[config.mk]
export PLATFORM = sky130hd
export DESIGN_NAME = serial_add_sub
export DESIGN_NICKNAME = d
export VERILOG_FILES = /design/src/rtl/add_sub_pkg.sv /design/src/rtl/fullAdder.sv /design/src/rtl/serial_add_sub.sv
export SDC_FILE = /design/constraint.sdc
export NUM_CORES = 1
export LEC_CHECK = 0
export ABC_CLOCK_PERIOD_IN_PS = 3200
export CORE_AREA = 4 4 98 54
export DETAILED_ROUTE_END_ITERATION = 16
export DIE_AREA = 0 0 102 58
export GPL_ROUTABILITY_DRIVEN = 0
export GPL_TIMING_DRIVEN = 1
export PLACE_DENSITY = 0.77
export SLEW_MARGIN = 20
export SYNTH_ARGS = -nofsm -noshare
export SYNTH_HDL_FRONTEND = slang
export SYNTH_SLANG_ARGS = --single-unit
[constraint.sdc]
create_clock -name clk -period 3.2 [get_ports clk]
set_input_delay 0.48 -clock clk [delete_from_list [all_inputs] [get_ports clk]]
set_output_delay 0.48 -clock clk [all_outputs]
set_load 0.03 [all_outputs]
[src/rtl/add_sub_pkg.sv]
// rtl/add_sub_pkg.sv - shared state encoding and operation codes for serial_add_sub
package add_sub_pkg;

  typedef enum logic [1:0] {IDLE, RUN, DONE} as_state_t;

  localparam logic OP_ADD = 1'b0;
  localparam logic OP_SUB = 1'b1;

endpackage

[src/rtl/fullAdder.sv]
// rtl/fullAdder.sv - one-bit full adder cell used by the serial datapath
module fullAdder (
  input  logic In1,
  input  logic In2,
  input  logic Cin,
  output logic Sum,
  output logic Cout
);

  assign Sum  = In1 ^ In2 ^ Cin;
  assign Cout = (In1 & In2) | (In1 & Cin) | (In2 & Cin);

endmodule

[src/rtl/serial_add_sub.sv]
// rtl/serial_add_sub.sv - bit-serial add/subtract, LSB first, one full adder plus carry flop
module serial_add_sub
  import add_sub_pkg::*;
#(
  parameter int WIDTH = 8
) (
  input  logic             clk,
  input  logic             rst,
  input  logic             in_valid,
  output logic             in_ready,
  input  logic [WIDTH-1:0] a,
  input  logic [WIDTH-1:0] b,
  input  logic             sub,
  output logic             out_valid,
  input  logic             out_ready,
  output logic [WIDTH-1:0] result,
  output logic             cout,
  output logic             overflow
);

  localparam int CW = (WIDTH > 1) ? $clog2(WIDTH) : 1;
  localparam logic [CW-1:0] LAST = CW'(WIDTH - 1);

  as_state_t        state;
  logic [WIDTH-1:0] a_sh;
  logic [WIDTH-1:0] b_sh;
  logic [WIDTH-1:0] res_sh;
  logic [WIDTH-1:0] res_next;
  logic [CW-1:0]    bit_cnt;
  logic             carry;
  logic             sum_bit;
  logic             cout_bit;
  logic             accept;
  logic             is_sub;

  fullAdder u_fa (
    .In1  (a_sh[0]),
    .In2  (b_sh[0]),
    .Cin  (carry),
    .Sum  (sum_bit),
    .Cout (cout_bit)
  );

  // Partial result lives in res_sh so the visible result only changes on completion.
  assign res_next  = (res_sh >> 1) | (WIDTH'(sum_bit) << (WIDTH - 1));
  assign in_ready  = (state == IDLE) || ((state == DONE) && out_ready);
  assign out_valid = (state == DONE);
  assign accept    = in_valid && in_ready;
  assign is_sub    = (sub == OP_SUB);

  always_ff @(posedge clk) begin
    if (rst) begin
      state    <= IDLE;
      a_sh     <= '0;
      b_sh     <= '0;
      res_sh   <= '0;
      bit_cnt  <= '0;
      carry    <= 1'b0;
      result   <= '0;
      cout     <= 1'b0;
      overflow <= 1'b0;
    end else begin
      case (state)
        IDLE, DONE: begin
          if (accept) begin
            a_sh    <= a;
            b_sh    <= b ^ {WIDTH{is_sub}};
            carry   <= is_sub;
            bit_cnt <= '0;
            state   <= RUN;
          end else if (state == DONE && out_ready) begin
            state <= IDLE;
          end
        end
        RUN: begin
          a_sh   <= a_sh >> 1;
          b_sh   <= b_sh >> 1;
          res_sh <= res_next;
          carry  <= cout_bit;
          if (bit_cnt == LAST) begin
            result   <= res_next;
            cout     <= cout_bit;
            overflow <= carry ^ cout_bit;
            state    <= DONE;
          end else begin
            bit_cnt <= bit_cnt + 1'b1;
          end
        end
        default: state <= IDLE;
      endcase
    end
  end

endmodule

==> run summary, run 1 <==
Notes on the physical design

The first global-routing pass estimated 7.217 mm of wire. The run finished with clean final reports. The detailed-router iteration count before antenna repair is 4.

The total track usage is 15.10%. Synthesis produced a netlist with a net count of 254. The global route total overflow is 0. The path type of the worst setup path is reg -> out. The total routed wirelength is approximately 4.2 mm. Clock tree synthesis found a total of 39 sinks. In this run the post-CTS setup repair buffer count came out at 0. The aoi/oai-family share of the synthesized area is a little under a fifth. The data arrival at the endpoint of the critical path is 1.97 ns. The origin of the worst setup path is state[1]. The most common logic cells in the final layout are sky130_fd_sc_hd__nand2_1, sky130_fd_sc_hd__dfxtp_1, sky130_fd_sc_hd__clkdlybuf4s50_1. The fraction of the mapped netlist area in simple logic gates is between 20% and 30%. The instance tally after logic synthesis is around 230. Each instance of the synthesized netlist takes up on average 8.307 µm². The registers of the reported paths see a clock transition of around 0.08 ns.

Yosys reports that the most numerous cell types are sky130_fd_sc_hd__nand2_1, sky130_fd_sc_hd__dfxtp_1, sky130_fd_sc_hd__a21oi_1. By instance count, the leading cell after synthesis is sky130_fd_sc_hd__nand2_1. The worst path in the final design needs a cycle of 2.453 ns, including I/O delays and setup. The fraction of registers with async set or reset after synthesis is 0%. Per the detailed placement report, the placed cell area equals 2233 µm². The detailed-route via count is roughly 1700. Across the VDD grid, the largest voltage drop is 0.0002025 V. The reg-to-reg critical path startpoint is state[0]. The initialized floorplan defines 17 standard-cell rows.

Relative to the synthesized area, the layout overhead comes to 22.79%. The worst setup path is captured at an output port. The final-layout setup total negative slack is 0 ns. The minimum setup slack among reg-to-reg paths is 1.15 ns.

The worst setup skew after layout is 0.009337 ns. The most frequently used flop master after synthesis is sky130_fd_sc_hd__dfxtp_1. The worst-case reg-to-reg path depth is 3. The width of the die is 102 µm.
run 1: worst min path at each step:
stage	end	slack, ns	cells after the start
floorplan	result[0]	0.43	2
global placement	res_sh[1]	0.45	2
detailed placement	result[0]	0.45	2
CTS	result[7]	0.46	2
global route	cout	0.48	2
finish	result[7]	0.46	2
run 1: stage by stage:
stage | std cells | worst slack [ns] | total power [mW]
final | 313 | 0.7470 | 1.090
after global routing | 313 | 0.6716 | 1.139
after global placement | 305 | 0.7662 | 0.6799
after detailed placement | 305 | 0.7845 | 0.6859
after floorplan | 230 | 1.523 | 0.6391
after CTS | 313 | 0.7470 | 1.099
run 1: metal layers:
layer	up-vias	wire [µm]	part of all wire (%)	global-route usage, %
met5	-	0	0	0
met4	0	48	1.2	5.794
met3	5	224	5.4	3.606
met2	40	1918	46	24.28
met1	757	1976	47	19.72
li1	851	-	-	-
run 1: final cells by class:
class / count / area [µm²] / share of cell area, %
Clock buffer: 5 / 68.82 / 2.933
Clock inverter: 3 / 43.79 / 1.867
Inverter: 8 / 30.03 / 1.280
Timing Repair Buffer: 36 / 350.3 / 14.93
Tap cell: 57 / 71.32 / 3.040
Sequential cell: 39 / 780.7 / 33.28
Multi-Input combinational cell: 165 / 1001 / 42.67
run 1: power by group:
part | internal, mW | leakage (nW) | switching [mW]
Sequential | 0.508 | 0.318 | 0.0225
Clock | 0.232 | 0.0581 | 0.183
Combinational | 0.0718 | 0.471 | 0.0726
run 1: worst max-delay path, cell delays in order, from the launching register on:
cell and delay [ns]:
sky130_fd_sc_hd__dfxtp_1 0.47, sky130_fd_sc_hd__buf_4 0.29, sky130_fd_sc_hd__nor2b_1 0.21, sky130_fd_sc_hd__nor2_1 0.08, sky130_fd_sc_hd__clkdlybuf4s50_1 0.63
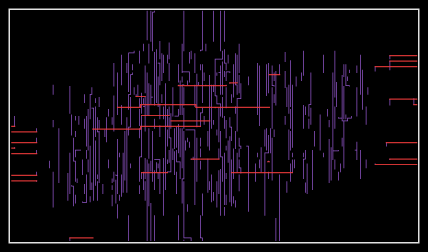
Figure 1: run 1, wiring by layer.
Scale: 4 px per µm. Two of the layers only.
metal 3: shown in red, wire length 225 µm. metal 2: shown in purple, wire length 1920 µm.

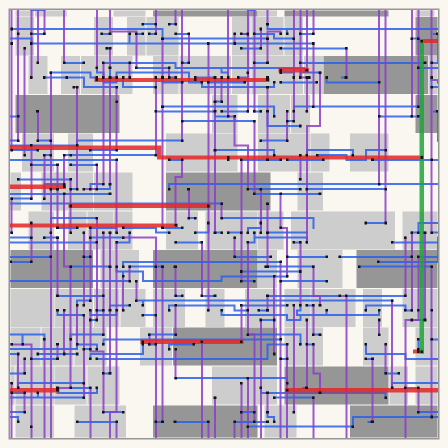
Figure 2: run 1, zoomed window.
Window x 36 to 66, y 14 to 44 µm. Cells in grey, sequential cells in the stronger grey; small squares are vias.
metal 1: shown in blue. metal 4: shown in green. metal 2: shown in purple. metal 3: shown in red.
Sequential cells in the window: 10. Most frequent: nand2_1 (11), dfxtp_1 (10). 74 logic cells have their middle in the window. Netlist names of flops here include `a_sh` (3), `bit_cnt` (2), `state` (2).

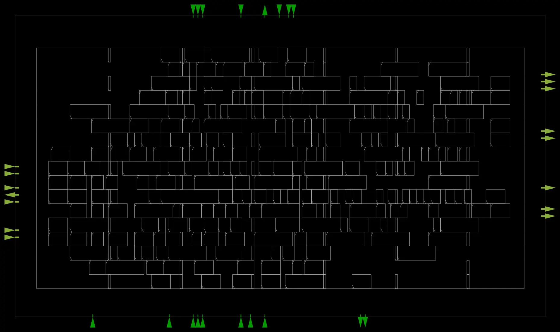
Figure 3: run 1, placed standard cells.
fill count: 434
core box area: 4339 µm²

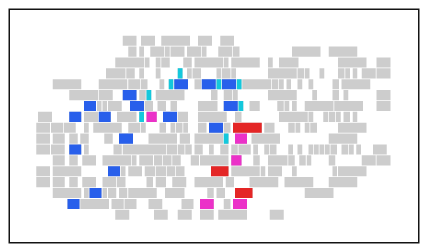
Figure 4: run 1, logic cells by family.
Scale: 4 px per µm.
inverters: shown in cyan, cells 8. AND-OR and OR-AND gates: shown in blue, cells 16. AND and OR gates: shown in magenta, cells 5. adder and majority cells: shown in red, cells 3.

Figure 5. Wire density map (run 1).
Scale: 4 px per µm. 20 x 12 tiles, from dark purple (low) to yellow (high), scaled to the fullest tile. Values are wire area over tile area, all layers added.
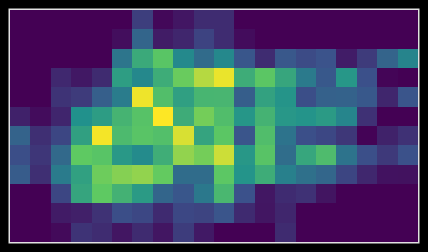

--- run 2 (diff from run 1) ---
Settings changed: ABC_CLOCK_PERIOD_IN_PS 3200 to 2200, PLACE_DENSITY 0.77 to 0.8.
Clock period 3.2 ns to 2.2 ns, I/O delays scaled along.
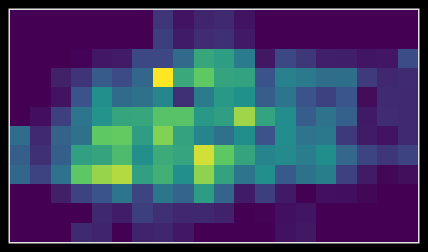
Figure 6: run 2, wire density map.
Scale: 4 px per µm. 20 x 12 tiles, from dark purple (low) to yellow (high), scaled to the fullest tile. Values are wire area over tile area, all layers added.
29% of the tiles are nearly empty. 16% of the tiles are over half the peak. The fullest tile reaches 0.49. The densest ninth of the die: centre. The emptiest ninth of the die: upper left. The mean over all tiles is 0.11.

==> run 2 against run 1 <==
First-iteration DRC count fell by 47%. Wire length fell by 0.82%. Sequential power rose by 45%. Cell area rose by 0.27%. Cell count rose by 1.3%. Largest power group unchanged.
==> run summary, run 2 <==
Notes on the physical design

Outcome: finished, final reports clean (unchanged). The ratio of cells with drive above 1 in the final layout is 7.308% (was 5.859%). The most frequently used flop master after synthesis is sky130_fd_sc_hd__dfxtp_1 (unchanged). The worst-case reg-to-reg path depth came to 4 (was 3). The nature of the critical path endpoint is an output port (unchanged). The reg-to-reg critical path startpoint is state[0] (unchanged). Commonest cells after routing, fill and taps aside: sky130_fd_sc_hd__nand2_1, sky130_fd_sc_hd__dfxtp_1, sky130_fd_sc_hd__clkdlybuf4s50_1 (unchanged). The worst stage delay on the critical path is 0.68 ns (was 0.63 ns). The area enclosed by the die boundary is 5916 µm² (unchanged). The count of standard-cell rows is 17 (unchanged). The global route total overflow is 0 (unchanged).

The cell with the most instances after synthesis is sky130_fd_sc_hd__nand2_1 (unchanged). The detailed-route via count is 1724 (was 1653). The minimum setup slack in the final design is 0.2086 ns (was 0.7470 ns). The master of the slowest instance on the critical path is sky130_fd_sc_hd__clkdlybuf4s50_1 (unchanged). The instance count along the most critical hold path was 2 (unchanged). The count of state elements after synthesis is 39 (unchanged).

The total routed wirelength is 4.135 mm (was 4.169 mm). Commonest cells in the netlist: sky130_fd_sc_hd__nand2_1, sky130_fd_sc_hd__dfxtp_1, sky130_fd_sc_hd__a21oi_1 (unchanged). The hold path endpoint was result[6] (was result[7]). The width of the die is 102 µm (unchanged). The minimum setup slack after placement was 0.2098 ns (was 0.7845 ns). The area reported by Yosys stat is 1911 µm² (unchanged). The total track usage came to 15.02% (was 15.10%).

Subtracting the final worst setup slack from the clock period gives 1.991 ns. The tally of filler cells in the layout is 416 (was 434). The number of nets still failing antenna checks after routing is 0 (unchanged). The worst voltage drop across the vdd grid was 0.0002498 V (was 0.0002025 V). The core footprint is 4339 µm² (unchanged). The path type of the worst setup path is in -> out (was reg -> out).

The buffers inserted during post-CTS setup optimization is 0 (unchanged). The instance tally after logic synthesis is 230 (unchanged). The count of buffers from port buffering is 32 (unchanged). The y dimension of the die was 58 µm (unchanged). The final-report hold violation count is 0 (unchanged). The count of buffering cells on the critical path with inverters included was 2 (unchanged). The wire length of the first global-routing pass came to 7.051 mm (was 7.217 mm). The number of nets at floorplan is 254 (unchanged). The worst setup skew after layout is 0.008215 ns (was 0.009337 ns). The count of clock tree sinks is 39 (unchanged). The detailed-router iteration count before antenna repair is 4 (unchanged).

The cell family contributing the most delay on the critical path is buffers and inverters (unchanged). Cell breakdown of the critical path: clkdlybuf4s50_1 > nor2b_1 > nor2_1 > clkdlybuf4s50_1 (was buf_4 > nor2b_1 > nor2_1 > clkdlybuf4s50_1). The fraction of registers with async set or reset after synthesis is 0% (unchanged). The layout overhead on the synthesized area was 23.12% (was 22.79%). The minimum setup slack among reg-to-reg paths is 0.48 ns (was 1.15 ns). The data arrival at the endpoint of the critical path is 1.66 ns (was 1.97 ns). The cell that appears most often on the critical path is sky130_fd_sc_hd__clkdlybuf4s50_1.
run 2: through the flow:
stage,instances,area (µm²),power (mW)
global placement,309,2263,0.9934
detailed placement,309,2263,1.002
finish,317,2352,1.478
floorplan,230,1911,0.9296
global route,317,2352,1.550
CTS,317,2352,1.491
run 2: logic make-up after synthesis:
family	Yosys count	synth area share (%)
multiplexers	7	3.667
adder cells (fa/ha/maj)	3	2.357
AND-OR/OR-AND	51	18.27
AND/OR/NAND/NOR	95	23.97
flip-flops	39	40.86
buffers and inverters	26	6.745
XOR/XNOR	9	4.126
run 2: power breakdown:
group	switching, mW	leakage [nW]	total (mW)	internal, mW
logic	0.108	0.490	0.218	0.110
registers	0.0304	0.318	0.769	0.739
clock network	0.270	0.0402	0.491	0.221
run 2: area by class of cell:
cell class	instances	area [µm²]	area share, %
Multi-Input combinational cell	165	1001	42.55
Sequential cell	39	780.7	33.19
Timing Repair Buffer	40	380.4	16.17
Tap cell	57	71.32	3.032
Clock buffer	5	68.82	2.926
Inverter	8	30.03	1.277
Clock inverter	3	20.02	0.8511
run 2: routing by layer:
metal,vias up,global-route usage (%),routed length [µm]
li1,860,-,-
met1,814,18.26,1918
met2,42,24.84,1883
met3,8,3.606,253
met4,0,7.850,80
met5,-,0,0
run 2: worst register-to-register path: stages (launching register included):
cell,delay [ns]
sky130_fd_sc_hd__dfxtp_1,0.59
sky130_fd_sc_hd__buf_4,0.29
sky130_fd_sc_hd__and2b_1,0.47
sky130_fd_sc_hd__nand2_1,0.12
sky130_fd_sc_hd__a31oi_1,0.17
run 2: worst max path at each step:
stage                            to  startpoint  cells past startpoint
final                      in_ready   out_ready                      4
after detailed placement   in_ready   out_ready                      4
after floorplan           out_valid    state[1]                      3
after global routing       in_ready   out_ready                      4
after global placement     in_ready   out_ready                      4
after CTS                  in_ready   out_ready                      4
Figure 7. Placed standard cells (run 2).
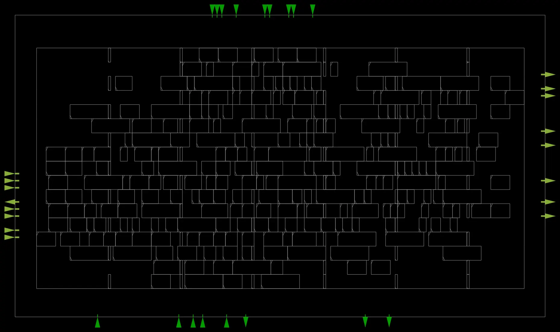

--- run 3 (diff from run 2) ---
Settings changed: DONT_BUFFER_PORTS from default to 1, PLACE_DENSITY 0.8 to 0.7, REMOVE_ABC_BUFFERS from default to 1.
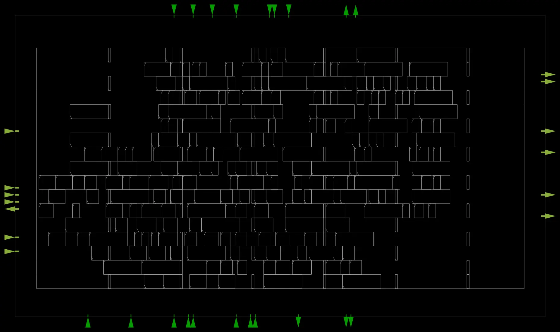
Figure 8: run 3, placed standard cells.
post-route non-filler standard cell count: 285
Core Rows: 17

==> run 3 against run 2 <==
Critical path depth stayed put. Non-clock buffer count is 32 lower. Sequential share of layout area is 5.3 points higher. Total power is 5.6% lower. Utilization is 7.5 points lower. Global-route usage is 0.58 points lower. Combinational power is 25% lower. Die area stayed put. Flip-flop count stayed put. Largest power group unchanged.
==> run summary, run 3 <==
Notes on the physical design

Outcome: finished, final reports clean (unchanged). The instance tally after logic synthesis is 230 (unchanged). The mean cell area of the mapped netlist is 8.307 µm² (unchanged). The fraction of registers with async set or reset after synthesis is 0% (unchanged).

The total track usage is 14.45% (was 15.02%). The path type of the worst setup path is reg -> out (was in -> out). Cell breakdown of the critical path: nor2b_1 > buf_4 > nor2_1 > buf_4 (was clkdlybuf4s50_1 > nor2b_1 > nor2_1 > clkdlybuf4s50_1).

The detailed-router iteration count before antenna repair is 4 (unchanged). The final-layout setup total negative slack is 0 ns (unchanged). The final-report hold violation count is 0 (unchanged). The detailed-route via count was 1555 (was 1724). The count of buffers from port buffering is 0 (was 32). The clock tree root driver cell is sky130_fd_sc_hd__clkbuf_8 (unchanged). The layout overhead on the synthesized area was 6.156% (was 23.12%).

The minimum setup slack after placement came to 0.6472 ns (was 0.2098 ns). The wire length of the first global-routing pass came to 6.810 mm (was 7.051 mm). The count of state elements after synthesis is 39 (unchanged). Commonest cells after routing, fill and taps aside: sky130_fd_sc_hd__nand2_1, sky130_fd_sc_hd__dfxtp_1, sky130_fd_sc_hd__a21oi_1 (was sky130_fd_sc_hd__nand2_1, sky130_fd_sc_hd__dfxtp_1, sky130_fd_sc_hd__clkdlybuf4s50_1). The worst min-delay path class is in -> reg (was reg -> reg). The master of the slowest instance on the critical path is sky130_fd_sc_hd__dfxtp_1 (was sky130_fd_sc_hd__clkdlybuf4s50_1). Commonest cells in the netlist: sky130_fd_sc_hd__nand2_1, sky130_fd_sc_hd__dfxtp_1, sky130_fd_sc_hd__a21oi_1 (unchanged). The fraction of the cycle the final worst path needs is 82.98% (was 90.52%).

The final routed DRC violation total was 0 (unchanged). The hold buffer count at CTS was 0 (unchanged). The critical path startpoint category is a register (was input pin). The final core utilization is 46.74% (was 54.21%).

The width of the die is 102 µm (unchanged). The area reported by Yosys stat is 1911 µm² (unchanged). The initial core utilization was 44.03% (unchanged). The area enclosed by the die boundary came to 5916 µm² (unchanged).

The tally of max-capacitance violations was 0 (unchanged). The power density of the placed cells came to 687.8 nW/µm² (was 628.2 nW/µm²). The worst voltage drop across the vdd grid is 0.0002279 V (was 0.0002498 V). The largest area contributor in the netlist is sky130_fd_sc_hd__dfxtp_1 (unchanged). The leakage power of the design was 0.7306 nW (was 0.8479 nW). The number of nets at the end of the flow is 251 (was 283). The number of cell instances after yosys synthesis is 230 (unchanged). The y dimension of the die was 58 µm (unchanged).

The cell with the most instances after synthesis is sky130_fd_sc_hd__nand2_1 (unchanged). The detailed-route wire length per cell is 14.02 µm (was 13.04 µm). The minimum setup slack in the final design is 0.3744 ns (was 0.2086 ns).

The cell seen most often among critical-path stages is sky130_fd_sc_hd__buf_4 (was sky130_fd_sc_hd__clkdlybuf4s50_1). The worst stage delay on the critical path is 0.56 ns (was 0.68 ns). The required time reported for the critical path endpoint is 1.87 ns (about the same). The total routed wirelength came to 3.995 mm (was 4.135 mm).

The count of clock tree sinks is 39 (unchanged). Top Registers: a_sh x8, b_sh x8, result x8 (unchanged). The number of unique standard cell types used by synthesis is 35 (unchanged).

The number of nets still failing antenna checks after routing is 0 (unchanged). The number of buffers created by CTS is 5 (unchanged). The number of global-route vias before repair is 1479 (was 1583). The buffers inserted during post-CTS setup optimization is 0 (unchanged). The worst setup skew after layout is 0.007046 ns (was 0.008215 ns). The most frequently used flop master after synthesis is sky130_fd_sc_hd__dfxtp_1 (unchanged). The data arrival at the endpoint of the critical path is 1.50 ns (was 1.66 ns). The count of synthesis-stage warnings from yosys was 0 (unchanged). The count of buffering cells on the critical path with inverters included came to 2 (unchanged). The top fanout value on the critical path is 11 (was 2). The global route total overflow is 0 (unchanged). The cell family contributing the most delay on the critical path is flip-flops (was buffers and inverters). The tally of filler cells in the layout is 448 (was 416). The max-slew violation count is 0 (unchanged). The combined flip-flop and latch cell area is 780.7 µm² (unchanged). The nature of the critical path endpoint is an output port (unchanged). The clock-pin slew on the worst setup and hold paths came to 0.08 ns (was 0.07 ns). The combined area of the multi-input logic cells is 1001 µm² (unchanged). The relative slew slack came to 68.39% (was 66.14%). The count of routing violations after the opening detailed-route iteration came to 69 (was 92). The core footprint was 4339 µm² (unchanged).

The shortest period the worst path allows came to 1.826 ns (was 1.991 ns). The ratio of cells with drive above 1 in the final layout is 7.895% (was 7.308%). The clock latency at the later pin of the worst-skew pair is 0.29 ns (was 0.30 ns).

The OpenROAD warning count was 25 (was 26).
## run 3: cell counts after synthesis
No cell type changed its count.
## run 3: layout make-up
cell class	instances	area share [%]
multi-input combinational	165	49.35
sequential	39	38.49
clock buffer	6	3.578
tap	57	3.516
timing repair buffer	8	2.961
inverter	8	1.481
clock inverter	2	0.6169
## run 3: final timing paths
| path | startpoint | to | slack (ns) | cells past startpoint |
|---|---|---|---|---|
| setup / recovery | state[1] | in_ready | 0.37 | 4 |
| hold / removal | rst | state[0] | 0.10 | 1 |
| setup reg to reg | state[1] | a_sh[0] | 0.64 | 4 |
| hold reg to reg | res_sh[1] | result[0] | 0.45 | 2 |
## run 3: layer usage
metal  global-route usage (%)  vias to the layer above  part of all wire (%)
met5                        0                        -                     0
met4                    5.421                        0                   1.0
met3                    4.928                        5                   7.4
met2                    24.65                       40                    47
met1                    16.91                      721                    44
li1                         -                      789                     -
## run 3: metrics by stage
step | total power [mW] | instances | instance area, µm²
after global placement | 0.9376 | 277 | 1943
after global routing | 1.469 | 285 | 2028
final | 1.395 | 285 | 2028
after CTS | 1.412 | 285 | 2028
after floorplan | 0.9027 | 212 | 1812
after detailed placement | 0.9445 | 277 | 1943
## run 3: logic make-up (layout without fill, tap and decap cells)
family | after synthesis | count (layout) | synth area share (%)
compound gates | 51 | 51 | 18.27
xor+xnor | 9 | 9 | 4.126
fa+ha+maj | 3 | 3 | 2.357
buf+inv | 26 | 24 | 6.745
flops | 39 | 39 | 40.86
mux | 7 | 7 | 3.667
simple gates | 95 | 95 | 23.97
## run 3: report_power, final
part,internal [mW],switching [mW],total (mW)
Sequential,0.739,0.0261,0.765
Clock,0.221,0.245,0.467
Combinational,0.0764,0.0865,0.163
Power is estimated from default activity; no workload was simulated.
